### Signal wires on met1, run 1

Drawn at 4 px/um. Supply wires on this layer in grey.
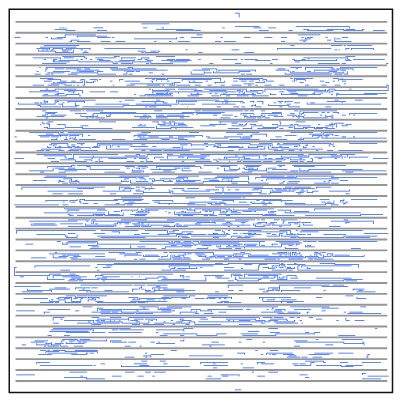
### Cell outlines without signal wires, run 1

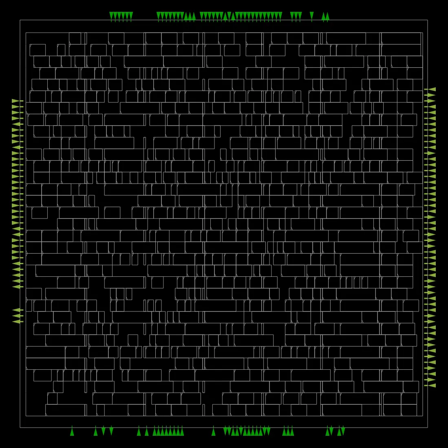
### M4 wires, run 1

Drawn at 4 px/um. Supply wires on this layer in grey.
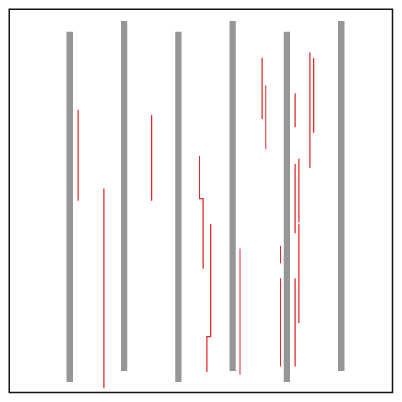
===== src/rtl/peripheral_bus_arbiter.sv =====
// Round-robin arbiter serialising core accesses onto the shared peripheral RAM bus, with bus lock for atomic sequences.
// Optional lock timeout is enabled by defining ARB_LOCK_TIMEOUT_EN.
module peripheral_bus_arbiter #(
    parameter int NumberOfCores = 4,
    parameter int AddrWidth     = 16,
    parameter int DataWidth     = 8,
    parameter int RamLatency    = 1,
    parameter int LockTimeout   = 64
) (
    input  logic                                 CLK,
    input  logic                                 RESET_N,
    input  logic                                 ARB_EN,
    input  logic                                 ARB_Flush,
    input  logic [NumberOfCores-1:0]             REQ,
    input  logic [NumberOfCores-1:0]             LOCK,
    input  logic [NumberOfCores-1:0]             WE,
    input  logic [NumberOfCores*AddrWidth-1:0]   ADDR,
    input  logic [NumberOfCores*DataWidth-1:0]   WDATA,
    output logic [NumberOfCores-1:0]             GNT,
    output logic [NumberOfCores-1:0]             ACK,
    output logic [DataWidth-1:0]                 RDATA,
    output logic                                 RAM_WE,
    output logic [AddrWidth-1:0]                 RAM_ADDR,
    output logic [DataWidth-1:0]                 RAM_WDATA,
    input  logic [DataWidth-1:0]                 RAM_RDATA,
    output logic                                 BUSY,
    output logic                                 TIMEOUT_ERR,
    output logic [1:0]                           DBG_STATE
);

    localparam int IdxW = $clog2(NumberOfCores);
    localparam int LatW = 3;
    localparam logic [LatW-1:0] LastLat = LatW'(RamLatency - 1);

    localparam logic [1:0] S_IDLE   = 2'd0;
    localparam logic [1:0] S_ACCESS = 2'd1;
    localparam logic [1:0] S_DONE   = 2'd2;
    localparam logic [1:0] S_HOLD   = 2'd3;

    if ((NumberOfCores < 2) || (NumberOfCores > 8) || (RamLatency < 1) || (RamLatency > 4) ||
        (LockTimeout < 1)) begin : g_bad_param
        $error("peripheral_bus_arbiter: parameter out of range");
    end

    logic [1:0]      state;
    logic [IdxW-1:0] ptr;
    logic [IdxW-1:0] owner;
    logic            cur_we;
    logic [LatW-1:0] lat_cnt;

    logic [IdxW-1:0] pick;
    logic            pick_valid;
    logic [IdxW:0]   rr_sum;
    logic [IdxW-1:0] sel;
    logic            sel_we;
    logic [AddrWidth-1:0] sel_addr;
    logic [DataWidth-1:0] sel_wdata;

`ifdef ARB_LOCK_TIMEOUT_EN
    localparam int TmoW = $clog2(LockTimeout + 1);
    localparam logic [TmoW-1:0] LastTmo = TmoW'(LockTimeout - 1);
    logic [TmoW-1:0] tmo_cnt;
    logic            tmo_err;
    assign TIMEOUT_ERR = tmo_err;
`else
    assign TIMEOUT_ERR = 1'b0;
`endif

    assign DBG_STATE = state;

    function automatic logic [NumberOfCores-1:0] onehot(input logic [IdxW-1:0] i);
        onehot    = '0;
        onehot[i] = 1'b1;
    endfunction

    function automatic logic [IdxW-1:0] next_ptr(input logic [IdxW-1:0] i);
        if (i == IdxW'(NumberOfCores - 1)) next_ptr = '0;
        else                               next_ptr = i + 1'b1;
    endfunction

    // Scan downwards so the last hit is the first requester at or after ptr.
    always_comb begin
        pick_valid = 1'b0;
        pick       = '0;
        rr_sum     = '0;
        for (int k = NumberOfCores - 1; k >= 0; k--) begin
            rr_sum = {1'b0, ptr} + (IdxW + 1)'(k);
            if (rr_sum >= (IdxW + 1)'(NumberOfCores)) rr_sum = rr_sum - (IdxW + 1)'(NumberOfCores);
            if (REQ[rr_sum[IdxW-1:0]]) begin
                pick_valid = 1'b1;
                pick       = rr_sum[IdxW-1:0];
            end
        end
    end

    // A locked owner re-enters ACCESS without arbitration, so its own request is muxed.
    always_comb begin
        sel       = (state == S_HOLD) ? owner : pick;
        sel_we    = 1'b0;
        sel_addr  = '0;
        sel_wdata = '0;
        for (int k = 0; k < NumberOfCores; k++) begin
            if (sel == IdxW'(k)) begin
                sel_we    = WE[k];
                sel_addr  = ADDR[k*AddrWidth +: AddrWidth];
                sel_wdata = WDATA[k*DataWidth +: DataWidth];
            end
        end
    end

    always_ff @(posedge CLK or negedge RESET_N) begin
        if (!RESET_N) begin
            state     <= S_IDLE;
            ptr       <= '0;
            owner     <= '0;
            cur_we    <= 1'b0;
            lat_cnt   <= '0;
            GNT       <= '0;
            ACK       <= '0;
            RDATA     <= '0;
            RAM_WE    <= 1'b0;
            RAM_ADDR  <= '0;
            RAM_WDATA <= '0;
            BUSY      <= 1'b0;
`ifdef ARB_LOCK_TIMEOUT_EN
            tmo_cnt   <= '0;
            tmo_err   <= 1'b0;
`endif
        end else if (ARB_Flush) begin
            state   <= S_IDLE;
            ptr     <= '0;
            lat_cnt <= '0;
            GNT     <= '0;
            ACK     <= '0;
            RAM_WE  <= 1'b0;
            BUSY    <= 1'b0;
`ifdef ARB_LOCK_TIMEOUT_EN
            tmo_cnt <= '0;
            tmo_err <= 1'b0;
`endif
        end else begin
            ACK <= '0;
            case (state)
                S_IDLE: begin
                    if (ARB_EN && pick_valid) begin
                        owner     <= pick;
                        GNT       <= onehot(pick);
                        RAM_WE    <= sel_we;
                        cur_we    <= sel_we;
                        RAM_ADDR  <= sel_addr;
                        RAM_WDATA <= sel_wdata;
                        lat_cnt   <= '0;
                        BUSY      <= 1'b1;
                        state     <= S_ACCESS;
                    end
                end
                S_ACCESS: begin
                    RAM_WE <= 1'b0;
                    if (lat_cnt == LastLat) begin
                        if (!cur_we) RDATA <= RAM_RDATA;
                        ACK   <= onehot(owner);
                        state <= S_DONE;
                    end else begin
                        lat_cnt <= lat_cnt + 1'b1;
                    end
                end
                S_DONE: begin
                    if (LOCK[owner]) begin
                        state <= S_HOLD;
`ifdef ARB_LOCK_TIMEOUT_EN
                        tmo_cnt <= '0;
`endif
                    end else begin
                        GNT   <= '0;
                        ptr   <= next_ptr(owner);
                        BUSY  <= 1'b0;
                        state <= S_IDLE;
                    end
                end
                S_HOLD: begin
                    if (REQ[owner]) begin
                        RAM_WE    <= sel_we;
                        cur_we    <= sel_we;
                        RAM_ADDR  <= sel_addr;
                        RAM_WDATA <= sel_wdata;
                        lat_cnt   <= '0;
                        state     <= S_ACCESS;
                    end else if (!LOCK[owner]) begin
                        GNT   <= '0;
                        ptr   <= next_ptr(owner);
                        BUSY  <= 1'b0;
                        state <= S_IDLE;
`ifdef ARB_LOCK_TIMEOUT_EN
                    end else if (tmo_cnt == LastTmo) begin
                        GNT     <= '0;
                        ptr     <= next_ptr(owner);
                        BUSY    <= 1'b0;
                        tmo_err <= 1'b1;
                        state   <= S_IDLE;
                    end else begin
                        tmo_cnt <= tmo_cnt + 1'b1;
`endif
                    end
                end
                default: begin
                    state <= S_IDLE;
                end
            endcase
        end
    end

    gnt_onehot: assert property (@(posedge CLK) disable iff (!RESET_N) $onehot0(GNT));

endmodule


===== config.mk =====
export PLATFORM = sky130hd
export DESIGN_NAME = peripheral_bus_arbiter
export DESIGN_NICKNAME = d
export VERILOG_FILES = /design/src/rtl/peripheral_bus_arbiter.sv
export SDC_FILE = /design/constraint.sdc
export NUM_CORES = 1
export LEC_CHECK = 0
export CAP_MARGIN = 20
export CORE_UTILIZATION = 49
export CTS_CLUSTER_DIAMETER = 40
export DETAILED_ROUTE_END_ITERATION = 10
export GPL_TIMING_DRIVEN = 0
export PLACE_DENSITY = 0.87
export SETUP_SLACK_MARGIN = 0.15
export SYNTH_ARGS = -nofsm -noshare
export SYNTH_HDL_FRONTEND = slang
export SYNTH_SLANG_ARGS = --single-unit

===== constraint.sdc =====
create_clock -name CLK -period 3.15 [get_ports CLK]
set_clock_uncertainty 0.15 [all_clocks]
set_input_delay 0.945 -clock CLK [delete_from_list [all_inputs] [get_ports CLK]]
set_output_delay 0.945 -clock CLK [all_outputs]
set_load 0.03 [all_outputs]

==> flow_summary.ini, run 1 <==
; synthesis and place-and-route metrics
[outcome]
status = finished, final reports clean

[cells_and_area]
final_cells = 750
comb_share_pct = 43.29
num-fill-cells = 604
nMultiInputCombCells = 331
drive_gt1_share_pct = 15.19
inv_count = 35
seqCellArea_um2 = 1301
top_register = RAM_ADDR
stdcell_area_um2 = 6339
layout.area.comb_um2 = 2744
layout.cells.most_common = clkdlybuf4s50_1
top_regs = RAM_ADDR (16), RAM_WDATA (8), RDATA (8)
final_cell_mix = clkdlybuf4s50_1, dfrtp_1, o31ai_1
largest_register_ffs = 16
clockBufferCount = 5
n_antenna_cell = 0
buf_share_pct = 30.56
n_all_buffers = 219

[timing]
finalCritPeriodShare_pct = 92.45
setup_viol = 0
final.min_clock_period_ns = 2.912
setup-tns-final_ns = 0
finalHoldViolations = 0
rsz0062_at_grt = yes
worst_slack_ns = 0.2380
worstMarginPinSlew_ns = 0.6075
max_freq_mhz = 343.4
holdWs_ns = 0.3345

[yosys]
yosys.area.top_type = dfrtp_1
syn_area_per_cell_um2 = 9.143
async_flop_share_pct = 100.0
top_cell = dfrtp_1
syn_inst = 468
synth-edff-count = 0
ys_sh_xor_pct = 0
synth_cell_types = 46
synth_seq_share_pct = 30.41
numSynthFlops = 52
yosysTopAreaCellShare_pct = 30.41
syn-num-nets = 599
synth-main-ff-cell = dfrtp_1
synth_area_um2 = 4279
synth-area-yosys_um2 = 4279
top_logic_kind = AND-OR/OR-AND gates
ys_cells = 468
aoi_share_pct = 41.17

[critical_path]
ff2ff_setup_slack_ns = 0.36
setup.worst_path.start_class = input pin
worstPathCellList = clkdlybuf4s50_1 -> inv_1 -> a311oi_4 -> buf_4 -> o21a_4 -> buf_4 -> a2111oi_2 -> o31ai_1
worstSetupEndpoint = RAM_ADDR[11]
crit_buf_inv = 4
path_common_cell = buf_4
worst-path-stages = 8
critPathKind = in -> reg
startpoint = REQ[1]
r2r_cells = 9
r2r_end = RAM_ADDR[11]
crit_path_max_fanout = 10
crit_arrival_ns = 2.98
cp_slowest_cell = clkdlybuf4s50_1
worstPathRequired_ns = 3.22

[routing]
drc = 0
dr.pass1.iters = 4
met1_length_mm = 5.931
via_per_inst = 6.284
wl_met2_mm = 6.865
via_count = 4713
topRoutingLayerUsed = met4
drtIter0Drc = 352
routedWlPerCell_um = 19.37
met3_length_mm = 1.346
routed_wirelength_mm = 14.52

[clocking]
cts_tree = done
path_clk_slew_ns = 0.11
cts_max_level = 2
clock-root-buffer = clkbuf_8
clock_path_buffers = 2
holdBufCountCts = 0
post_cts_buffers = 6
cts_resized = 24
clock-sinks = 52
clock_latency_ns = 0.32

[pwr]
p_sw_mw = 2.532
fin_total_pwr_mw = 5.164
ir_worst_vdd_mv = 0.4768
seq-power_mw = 1.15
cellPowerDensity_nw_per_um2 = 814.8
pwr-share-comb_pct = 69.7
p_seq_share_pct = 22.2
leakagePower_nw = 2.680
p_int_mw = 2.633
top_power_group = combinational cells
powerComb_mw = 3.60
pg_clk_mw = 0.418

[global_route]
grt_use_met2_pct = 51.67
met1_usage_pct = 40.89
grt_pass1_wl_mm = 21.85
grt_pass1_vias = 4472
grt.met3_usage_pct = 5.343
grt_busiest_layer = met2
grt.total_usage_pct = 31.32
antenna_found_initial = 0
grt_max_degree = 32

[floorplan]
chip_area_um2 = 9111
fp_util_pct = 51.31
core_um2 = 8341
die_w_um = 95.45
die_y_um = 95.45
io_pins = 165
num_rows = 33

[placement]
gp_congestion = 0.8635
dp_cells = 737
hpwl_mm = 10.86
post_dp_cell_area_um2 = 6057
post-place-ws_ns = -0.5486
portBuffers = 163

[run]
warning_count = 36

[min_path]
hold_class = reg -> reg
hold_path_end = RAM_ADDR[4]
holdCritStartpoint = RAM_ADDR[4]
hold_depth = 2
-- 'Signal wires on met1' (at the start) --
660 nets have wire on it. The longest straight run is 32.7 um. The layer holds 41% of the routed length.

-- 'Cell outlines without signal wires' (at the start) --
Final Util: 76.00%
Tapcells: 105
sequential share of cell area: 20.53%

-- 'M4 wires' (at the start) --
The longest straight run is 49.6 um. The wires run mostly vertical. The layer carries 381 um of wire. 17 nets have wire on it.

==> inputs of run 2 (changes only) <==
Settings changed: ABC_AREA from default to 0, MAX_ROUTING_LAYER from default to met4.
### M4 wires, run 2

Drawn at 4 px/um. Supply wires on this layer in grey.
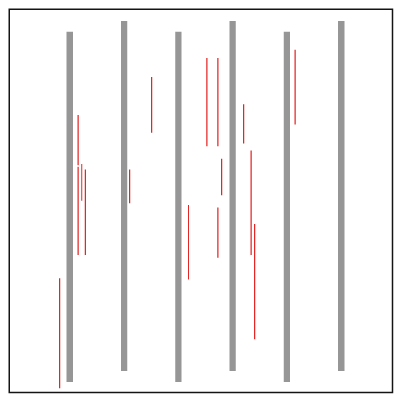
The layer holds 1.9% of the routed length. The longest straight run is 28.6 um. The wires run mostly vertical. 14 nets have wire on it.

### The metal 3 layer, run 2

Drawn at 4 px/um.
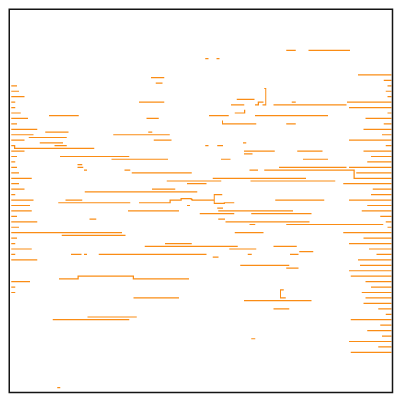
The layer carries 1180 um of wire. The wires run mostly horizontal. The longest straight run is 27.8 um. The layer holds 8.2% of the routed length. 150 nets have wire on it.

==> flow_summary.ini, run 2 <==
; synthesis and place-and-route metrics
[pwr]
seq-power_mw = 1.15
powerComb_mw = 3.53
cellPowerDensity_nw_per_um2 = 812.4
p_sw_mw = 2.492

[floorplan]
num_rows = 33
chip_area_um2 = 9111
fp_util_pct = 51.31
die_y_um = 95.45
io_pins = 165

[clocking]
path_clk_slew_ns = 0.11
cts_tree = done
clock-sinks = 52
clock_latency_ns = 0.31

[cells_and_area]
largest_register_ffs = 16
seqCellArea_um2 = 1301
n_antenna_cell = 0
drive_gt1_share_pct = 14.91
inv_count = 35
clockBufferCount = 5
final_cell_mix = clkdlybuf4s50_1, dfrtp_1, o31ai_1
utilization_pct = 75.28
top_regs = RAM_ADDR (16), RAM_WDATA (8), RDATA (8)
seq_share_pct = 20.73
nMultiInputCombCells = 331
comb_share_pct = 42.97
stdcell_area_um2 = 6279
num-fill-cells = 630

[critical_path]
startpoint = REQ[1]
ff2ff_setup_slack_ns = 0.40
setup.worst_path.start_class = input pin
crit_buf_inv = 4
r2r_end = RAM_ADDR[1]
worstPathRequired_ns = 3.18
cp_slowest_cell = clkdlybuf4s50_1
crit_path_max_fanout = 7
worstPathCellList = clkdlybuf4s50_1 -> inv_1 -> a311oi_4 -> buf_4 -> buf_4 -> o21a_4 -> a2111oi_1 -> o31ai_1
path_common_cell = buf_4

[yosys]
ys_cells = 468
syn-num-nets = 599
synth-area-yosys_um2 = 4279
async_flop_share_pct = 100.0
synth_area_um2 = 4279
top_logic_kind = AND-OR/OR-AND gates
synth-main-ff-cell = dfrtp_1
ys_sh_xor_pct = 0

[routing]
met3_length_mm = 1.183
via_per_inst = 6.254
wl_met2_mm = 6.935

[global_route]
grt.total_usage_pct = 32.90
grt_busiest_layer = met2
met1_usage_pct = 41.50
grt_use_met2_pct = 53.21

[outcome]
status = finished, final reports clean

[timing]
worstMarginPinSlew_ns = 0.6182
final.min_clock_period_ns = 2.891
finalCritPeriodShare_pct = 91.77
finalHoldViolations = 0
setup-tns-final_ns = 0

[placement]
dp_cells = 737
portBuffers = 163

[min_path]
hold_depth = 2
### Cell outlines without signal wires, run 2

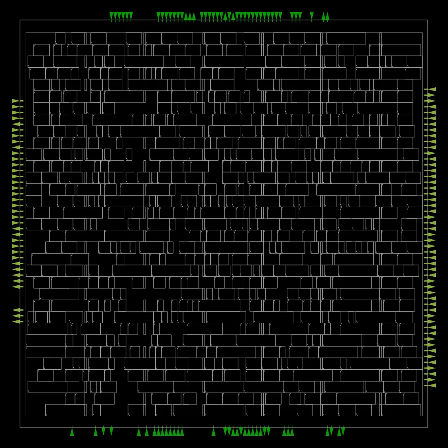
Non-Filler Instances: 749
Core Footprint: 8341 um2

Power is estimated from default activity; no workload was simulated.
